$ cat config.mk
export PLATFORM = sky130hd
export DESIGN_NAME = tdc_hw_accum
export DESIGN_NICKNAME = d
export VERILOG_FILES = /design/src/rtl/tdc_hw_accum.sv
export SDC_FILE = /design/constraint.sdc
export NUM_CORES = 1
export LEC_CHECK = 0
export CAP_MARGIN = 15
export CORE_MARGIN = 2
export CORE_UTILIZATION = 30
export DETAILED_ROUTE_END_ITERATION = 6
export HOLD_SLACK_MARGIN = 0.06
export PLACE_DENSITY = 0.64
export SYNTH_ARGS = -nofsm -noshare
export SYNTH_HDL_FRONTEND = slang
export SYNTH_SLANG_ARGS = --single-unit
$ cat constraint.sdc
create_clock -name clk -period 3.7 [get_ports clk]
set_clock_uncertainty 0.15 [all_clocks]
set_input_delay 0.74 -clock clk [delete_from_list [all_inputs] [get_ports clk]]
set_output_delay 0.74 -clock clk [all_outputs]
set_load 0.02 [all_outputs]
$ cat src/rtl/tdc_hw_accum.sv
// tdc_hw_accum: multi-sample Hamming-weight accumulator for the TDC capture path.
// One thermometer word per accepted sample is pop-counted into a registered
// stage and then folded into sum / min / max over 2^k samples. The result is
// presented on a valid/ready port.
// Optional feature macro: TDC_HW_MINMAX_EN (min/max tracking; tied to 0 when undefined).
module tdc_hw_accum #(
    parameter  int N                = 64,
    parameter  int LOG2_MAX_SAMPLES = 8,
    localparam int W                = $clog2(N) + 1,
    localparam int A                = W + LOG2_MAX_SAMPLES,
    localparam int KW               = $clog2(LOG2_MAX_SAMPLES + 1)
) (
    input  logic          clk,
    input  logic          rst_n,
    input  logic          en,
    input  logic          start,
    input  logic          abort,
    input  logic [KW-1:0] log2_samples,
    input  logic [N-1:0]  therm_in,
    input  logic          sample_valid,
    output logic          busy,
    output logic          result_valid,
    input  logic          result_ready,
    output logic [A-1:0]  hw_sum,
    output logic [W-1:0]  hw_mean,
    output logic [W-1:0]  hw_min,
    output logic [W-1:0]  hw_max
);

    // Sample counter must reach 2^LOG2_MAX_SAMPLES, hence one extra bit.
    localparam int            CW   = LOG2_MAX_SAMPLES + 1;
    localparam logic [KW-1:0] KMAX = KW'(LOG2_MAX_SAMPLES);

    typedef enum logic [1:0] {IDLE, ACCUM, DRAIN, DONE} state_t;

    state_t         state_q, state_d;
    logic [KW-1:0]  k_q;
    logic [CW-1:0]  cnt_q;
    logic [W-1:0]   hw_q;
    logic           hwv_q;
    logic [A-1:0]   sum_q;

    logic [CW-1:0]  target;
    logic [CW-1:0]  cnt_inc;
    logic           run_st;
    logic           accept;
    logic           fold;
    logic           launch;
    logic [KW-1:0]  k_clamped;

    // Ones count regardless of position: bubbles are counted, not corrected.
    function automatic logic [W-1:0] popcnt(input logic [N-1:0] v);
        logic [W-1:0] c;
        c = '0;
        for (int i = 0; i < N; i++) c = c + W'(v[i]);
        return c;
    endfunction

    assign target    = CW'(1) << k_q;
    assign cnt_inc   = cnt_q + CW'(1);
    assign k_clamped = (log2_samples > KMAX) ? KMAX : log2_samples;
    assign run_st    = (state_q == ACCUM) || (state_q == DRAIN);
    assign launch    = (state_q == IDLE) && start && !abort;
    // en low freezes the whole run (pipeline register, counters, state).
    assign accept    = (state_q == ACCUM) && en && sample_valid && (cnt_q < target) && !abort;
    assign fold      = run_st && en && hwv_q && !abort;

    // Next-state logic; abort overrides everything and lands in IDLE.
    always_comb begin
        state_d = state_q;
        case (state_q)
            IDLE:  if (start) state_d = ACCUM;
            ACCUM: if (accept && (cnt_inc == target)) state_d = DRAIN;
            // Leave DRAIN only once the last hw_q has been folded into the sum.
            DRAIN: if (en && !hwv_q) state_d = DONE;
            DONE:  if (result_ready) state_d = IDLE;
            default: state_d = IDLE;
        endcase
        if (abort) state_d = IDLE;
    end

    // State register.
    always_ff @(posedge clk or negedge rst_n) begin
        if (!rst_n) state_q <= IDLE;
        else        state_q <= state_d;
    end

    // Run setup, pop-count stage, sample counter and sum accumulator.
    always_ff @(posedge clk or negedge rst_n) begin
        if (!rst_n) begin
            k_q   <= '0;
            cnt_q <= '0;
            hw_q  <= '0;
            hwv_q <= 1'b0;
            sum_q <= '0;
        end else if (abort) begin
            hwv_q <= 1'b0;
        end else if (launch) begin
            k_q   <= k_clamped;
            cnt_q <= '0;
            hwv_q <= 1'b0;
            sum_q <= '0;
        end else if (run_st && en) begin
            hwv_q <= accept;
            if (accept) begin
                hw_q  <= popcnt(therm_in);
                cnt_q <= cnt_inc;
            end
            if (fold) sum_q <= sum_q + A'(hw_q);
        end
    end

`ifdef TDC_HW_MINMAX_EN
    logic [W-1:0] min_q, max_q;

    // Running min/max, seeded to (N, 0) at run start so the first sample wins.
    always_ff @(posedge clk or negedge rst_n) begin
        if (!rst_n) begin
            min_q <= '0;
            max_q <= '0;
        end else if (launch) begin
            min_q <= W'(N);
            max_q <= '0;
        end else if (fold) begin
            if (hw_q < min_q) min_q <= hw_q;
            if (hw_q > max_q) max_q <= hw_q;
        end
    end

    assign hw_min = min_q;
    assign hw_max = max_q;
`else
    assign hw_min = '0;
    assign hw_max = '0;
`endif

    // k is held until the next start, so the mean stays stable with the sum.
    assign hw_sum       = sum_q;
    assign hw_mean      = W'(sum_q >> k_q);
    assign busy         = (state_q != IDLE);
    assign result_valid = (state_q == DONE);

endmodule
### Where the registers sit, run 1

Other sequential cells in the stronger gray, the rest of the logic in the fainter gray.
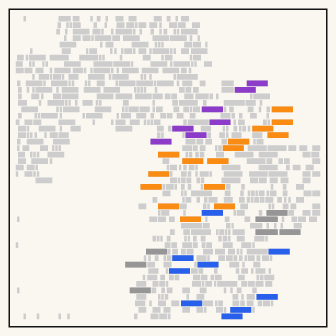
| color | name in the netlist | flops |
|---|---|---|
| purple | hw_q | 7 |
| blue | cnt_q | 9 |
| orange | hw_sum | 15 |
not colored: 7
fin util: 38.9%
Register Area: 953 um^2

### Cell classes on the final placement, run 1

Scale bar: 50 um.
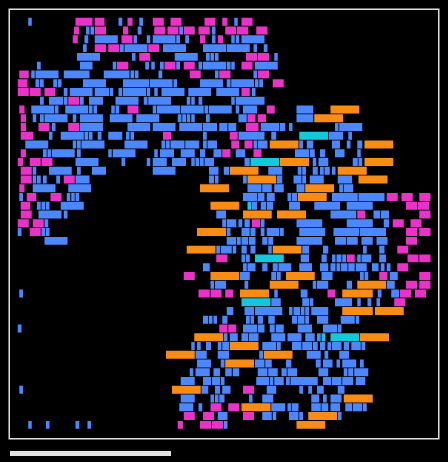
| color | class | cells | share of their area |
|---|---|---|---|
| magenta | remaining buffers and delay cells | 117 | 17% |
| blue | remaining logic cells | 491 | 65% |
| orange | registers | 38 | 16% |
| cyan | clock drivers and dummy loads | 7 | 2.2% |
FP Rows: 47
design area: 6380 um^2
Core Region: 16,400 um^2
flop share of the area: 15.0%

### Track usage over the die, run 1

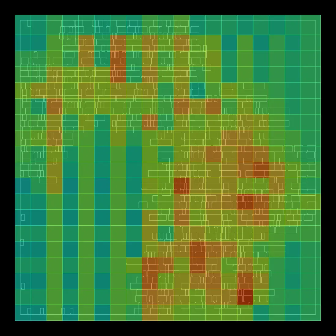
gr usage total: 11.9%
drt wl/cell: 11.6 um
GRT busiest layer: met2

### Clock network drawn from the DEF, run 1

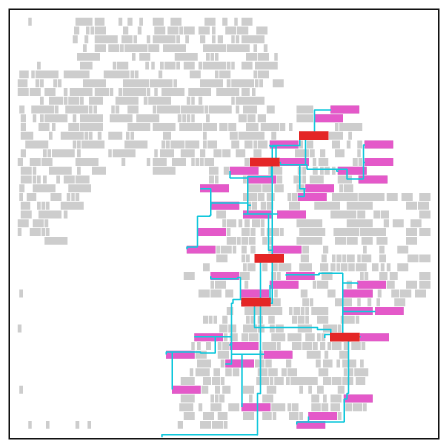
[red] clock-net drivers | count: 5
[cyan] clock wires | length: 627 um
[magenta] flip-flops | count: 38
routed clock nets: 6
clk_lat worst skew: 0.28 ns

==> flow_summary_export.csv, run 1 <==
group,metric,value,unit
floorplan,io_pins,113,
detailed_routing,ant_nets,0,
grt,grt_pass1_wl,17500,um
placement,place_ws,-3.25,ns
final_timing,tightest_slew,0.912,ns
logic_synthesis,ys_sh_simple,12.7,%
logic_synthesis,flop_cell,"dfrtp_1",
logic_synthesis,mux_share,8.26,%
clock_network,cts.path.max_buffers,2,
setup_path,crit_arrival,6.19,ns
logic_synthesis,synth.avg_cell_area,9.11,um^2
grt,grt_overflow_total,0,
logic_synthesis,area_leaders,"fa_1 22%, dfrtp_1 19%, inv_1 10%",
finish,area_growth,28.0,%
run_status,violations,"setup timing",
detailed_routing,drc_errors,0,
run_status,status,"finished with violations",
finish,antenna_cells,0,
placement,io_buffers,98,
setup_path,required,3.72,ns
logic_synthesis,compound_area_share,9.19,%
logic_synthesis,synthCells,547,
clock_network,path_clk_slew,0.05,ns
logic_synthesis,async_reset_ff_share,100,%
final_timing,hold_violations,0,
logic_synthesis,ys.flops,38,
hold_path,worstHoldEndpoint,"hw_q[5]",
final_timing,setup_viol_count_final,7,
detailed_routing,first_iter_violations,175,
final_timing,setup_slack,-2.47,ns
placement,placedCellCount,863,
job,maxCapViolations,0,
detailed_routing,dr.pass1.iters,4,
finish,finalNetCount,820,
==> run 1: layout make-up <==
type                       count  area [um^2]  area share, %
clock buffer                   7          133           2.08
inverter                     134          510           8.01
multi-input combinational    357         3450           54.1
sequential                    38          953           15.0
tap                          220          275           4.32
timing repair buffer         117         1060           16.6
==> run 1: worst max-delay path, cell delays in order <==
cell     delay (ns)
buf_8          0.08
inv_8          0.02
fa_1           0.54
inv_2          0.04
fa_2           0.56
inv_2          0.04
fa_2           0.52
fa_1           0.43
fa_1           0.49
fa_1           0.53
fa_1           0.42
fa_1           0.50
inv_2          0.04
ha_4           0.15
fa_2           0.33
a21o_1         0.19
a21oi_2        0.15
inv_1          0.05
a21oi_1        0.13
nor2_1         0.05
nor2_1         0.09
o21ai_1        0.06
==> run 1: cells in the mapped netlist, drive strengths merged (2+ instances only) <==
master	number
inv	134
fa	55
nand2	45
dfrtp	38
ha	37
nor2	27
buf	20
o21ai	20
a21oi	18
xnor2	16
mux2i	13
clkbuf	11
mux4	11
xor2	11
nand3	9
nor2b	8
nand4	6
a21o	5
nand3b	5
nand2b	4
a21boi	3
mux2	3
nor4	3
o22ai	3
o31ai	3
a2111o	2
a211oi	2
a22o	2
and4	2
and4b	2
nor3	2
nor3b	2
nor4b	2
o21a	2
or3	2
xor3	2
==> run 1: metal layers <==
layer	up-vias	wire length, um	global-route usage [%]	part of all wire [%]
met3	8	405	1.80	4.0
met5	-	0	0	0
met1	1852	4830	16.7	48
met4	0	112	3.05	1.1
met2	74	4740	19.3	47
li1	1933	-	-	-
==> run 1: what timing repair did <==
| action | 4_1_cts | 5_1_grt |
|---|---|---|
| resized | 86 | 9 |
| pin swaps | 8 | 10 |
| hold buffers | 0 | 0 |
| cloned | 0 | 0 |
| setup buffers | 1 | 2 |
| setup endpoints to repair | 7 | 9 |
### Power grid, run 1

Pins as bars on the die edge. Tap cells in gray.
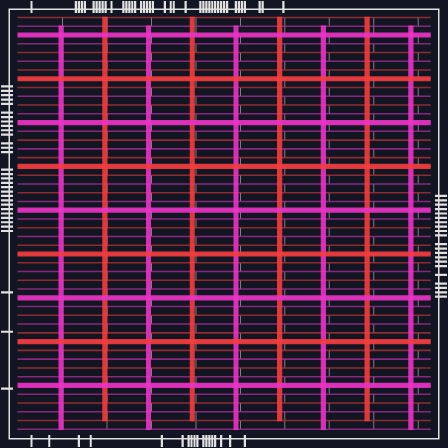

--- run 2 (diff from run 1) ---
--- a/config.mk
+++ b/config.mk
@@ -5,6 +5,7 @@
 export SDC_FILE = /design/constraint.sdc
 export NUM_CORES = 1
 export LEC_CHECK = 0
+export ABC_AREA = 1
 export CAP_MARGIN = 15
 export CORE_MARGIN = 2
 export CORE_UTILIZATION = 30
### Power grid, run 2

Pins as bars on the die edge. Tap cells in gray.
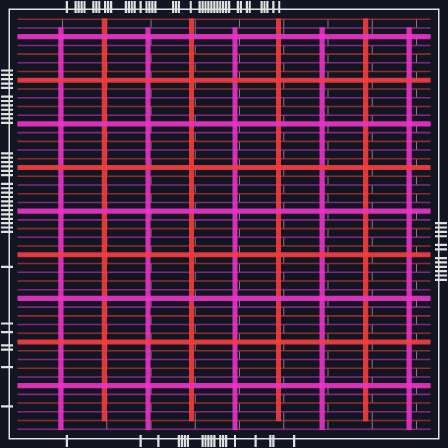
| color | net |
|---|---|
| red | VDD |
| magenta | VSS |
met5 straps: 9
signal pins: 113
Core Region: 16,500 um^2
die height: 133 um

### Track usage over the die, run 2

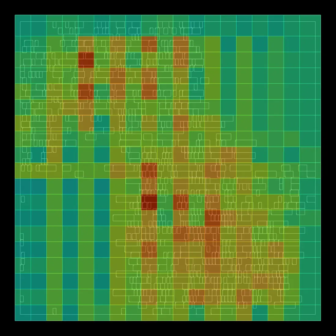
routing usage on met1: 17.2%
drt wl/cell: 11.0 um

### Where the registers sit, run 2

Other sequential cells in the stronger gray, the rest of the logic in the fainter gray.
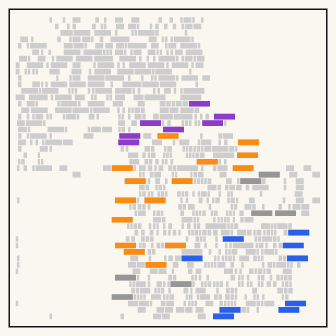
| color | name in the netlist | flops |
|---|---|---|
| orange | hw_sum | 15 |
| purple | hw_q | 7 |
| blue | cnt_q | 9 |
flop share of the area: 14.9%
fin util: 38.8%
Register Area: 951 um^2

==> run 2 against run 1 <==
  * The run still ends with setup timing left
  * Utilization barely moved
  * Sequential share of layout area fell by 0.080 points
  * Final cell count rose by 15%
  * Critical path type unchanged
  * Critical endpoint unchanged
==> flow_summary_export.csv, run 2 <==
group,metric,value,unit
final_timing,setup_slack,-2.46,ns
grt,grt_pass1_wl,18300,um
setup_path,cp_num_buf_inv,5,
final_timing,setup_viol_count_final,7,
logic_synthesis,mux_share,0,%
placement,placedCellCount,992,
final_timing,tightest_slew,0.926,ns
logic_synthesis,synthCells,672,
logic_synthesis,flop_cell,"dfrtp_1",
run_status,violations,"setup timing",
logic_synthesis,top_cell,"inv_1",
run_status,status,"finished with violations",
finish,antenna_cells,0,
logic_synthesis,synth.avg_cell_area,7.48,um^2
setup_path,crit_arrival,6.18,ns
final_timing,hold_violations,0,
logic_synthesis,compound_area_share,10.6,%
setup_path,required,3.72,ns
setup_path,critPathTopFamily,"adder cells",
job,maxCapViolations,0,
finish,area_growth,27.2,%
placement,place_ws,-3.23,ns
clock_network,cts.path.max_buffers,2,
setup_path,cp_common_cell,"fa_1",
finish,finalNetCount,947,
logic_synthesis,top_cells_by_count,"171 x inv_1, 136 x nand2_1, 55 x fa_1",
logic_synthesis,area_leaders,"fa_1 22%, dfrtp_1 19%, inv_1 13%",
run 2: cell count changes after synthesis, sizes merged, moves of 13 or more:
cell,change
nand2,+99
inv,+44
nor2,+19
mux2i,-13
xnor2,-13
o21ai,+35
nand3,+18
run 2: layout make-up:
type,instances,area [um^2],area share [%]
Clock buffer,7,143,2.23
Clock inverter,1,5.00,0.0783
Inverter,178,681,10.6
Multi-Input combinational cell,445,3360,52.6
Sequential cell,38,951,14.9
Tap cell,220,275,4.31
Timing Repair Buffer,112,975,15.2
run 2: cells by family (layout without fill, tap and decap cells):
group / count (synthesis) / count (layout)
AND/OR/NAND/NOR: 237 / 237
buffers and inverters: 202 / 298
AND-OR/OR-AND: 96 / 96
adder cells (fa/ha/maj): 92 / 92
flip-flops: 38 / 38
XOR/XNOR: 6 / 6
other: 1 / 14
run 2: layer usage:
layer,up-vias,share of wire [%],routed length [um],GRT usage [%]
met5,-,0,0,0
met4,0,0.71,78,2.19
met3,6,5.1,555,2.05
met2,97,46,5100,20.6
met1,1926,48,5250,17.2
li1,2233,-,-,-
run 2: worst paths after layout:
| path | startpoint | to | cells past startpoint |
|---|---|---|---|
| setup reg to reg | k_q[0] | cnt_q[3] | 18 |
| hold / removal | hw_q[3] | hw_q[3] | 2 |
| max in group asynchronous | rst_n | hw_q[1] | 1 |
| min in group asynchronous | rst_n | state_q[0] | 1 |
| setup / recovery | therm_in[35] | hw_q[6] | 22 |
| hold reg to reg | hw_q[3] | hw_q[3] | 2 |
run 2: what timing repair did:
item                       in CTS  in global routing
setup endpoints to repair       7                  7
gates resized                  95                 42
pin swaps                      38                 46
gates cloned                    0                  0
hold buffers                    0                  0
setup buffers                   0                  1
### Clock network drawn from the DEF, run 2

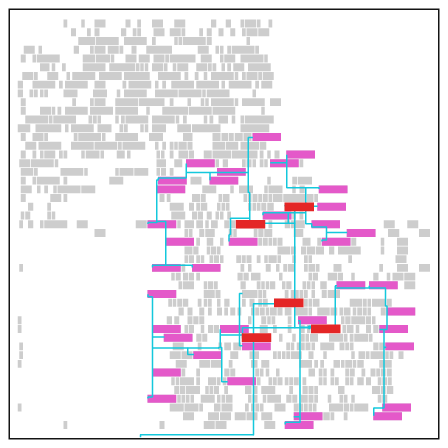

--- run 3 (diff from run 2) ---
--- a/config.mk
+++ b/config.mk
@@ -11,7 +11,7 @@
 export CORE_UTILIZATION = 30
 export DETAILED_ROUTE_END_ITERATION = 6
 export HOLD_SLACK_MARGIN = 0.06
-export PLACE_DENSITY = 0.64
+export PLACE_DENSITY_LB_ADDON = 0.05
 export SYNTH_ARGS = -nofsm -noshare
 export SYNTH_HDL_FRONTEND = slang
 export SYNTH_SLANG_ARGS = --single-unit
### Clock network drawn from the DEF, run 3

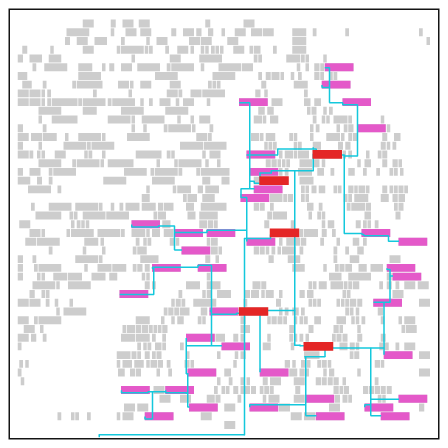
[cyan] clock wires | length: 750 um
[magenta] flip-flops | count: 38
[red] clock-net drivers | count: 5
routed clock nets: 6

### Track usage over the die, run 3

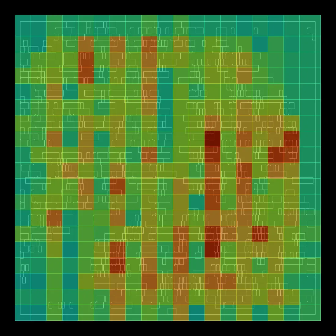
drt wl/cell: 12.4 um
gr usage total: 14.6%
routing usage on met1: 18.1%
fin util: 39.0%
M2 GR Usage: 27.1%

### Where the registers sit, run 3

Other sequential cells in the stronger gray, the rest of the logic in the fainter gray.
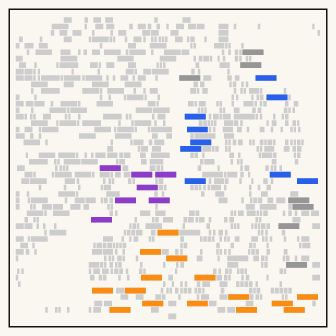
| color | name in the netlist | flops |
|---|---|---|
| purple | hw_q | 7 |
| orange | hw_sum | 15 |
| blue | cnt_q | 9 |
flop share of the area: 14.8%

==> run 3 against run 2 <==
  * The run still ends with setup timing left
  * Die size unchanged
  * Final area up 0.31%
  * Global-route usage up 2.2 points
  * Via count up 2.5%
  * Flip-flop count unchanged
==> flow_summary_export.csv, run 3 <==
group,metric,value,unit
detailed_routing,drc_errors,0,
placement,placedCellCount,993,
setup_path,cp_num_buf_inv,5,
run_status,violations,"setup timing",
finish,stdcell_area,6410,um^2
run_status,status,"finished with violations",
floorplan,core,16500,um^2
logic_synthesis,ys.flops,38,
floorplan,core.rowCount,47,
hold_path,hold_path_depth,1,
final_timing,tightest_slew,0.915,ns
final_timing,setup_slack,-2.45,ns
grt,globalRoute.busiestLayer,"met2",
finish,finalNetCount,950,
logic_synthesis,flop_cell,"dfrtp_1",
grt,grt_overflow_total,0,
job,maxCapViolations,0,
floorplan,die_h,133,um
final_timing,setup_viol_count_final,7,
[run 3: cell counts after synthesis]
No cell type changed its count.
[run 3: cell families after synthesis]
logic type      after synthesis  synth area share, %
xor+xnor                      6                 1.05
fa+ha+maj                    92                 31.1
flops                        38                 18.9
compound gates               96                 10.6
other cells                   1               0.0746
buf+inv                     202                 16.8
simple gates                237                 21.5
[run 3: worst max path at each step]
stage	from	end	slack [ns]	depth (start not counted)
after global routing	therm_in[21]	hw_q[6]	-2.63	22
after floorplan	therm_in[35]	hw_q[6]	-2.51	21
after CTS	therm_in[51]	hw_q[6]	-2.47	22
after global placement	therm_in[35]	hw_q[6]	-3.22	22
after detailed placement	therm_in[35]	hw_q[6]	-3.26	22
final	therm_in[21]	hw_q[6]	-2.45	22
[run 3: cell type report]
cell class,instances,area (um^2)
fill,1746,10100
clock inverter,2,12.5
tap,220,275
multi-input combinational,445,3340
clock buffer,6,139
sequential,38,951
timing repair buffer,115,1020
inverter,178,681
[run 3: repair_timing]
action | 4_1_cts | 5_1_grt
resized | 111 | 10
setup endpoints to repair | 7 | 7
endpoints found under the hold margin | 0 | 0
setup buffers | 1 | 2
pin swaps | 10 | 6
[run 3: through the flow]
step	worst slack [ns]	hold slack, ns
2_1_floorplan	-2.51	0.294
3_3_place_gp	-3.22	0.333
3_5_place_dp	-3.26	0.343
4_1_cts	-2.47	0.358
5_1_grt	-2.63	0.378
6_report	-2.45	0.358
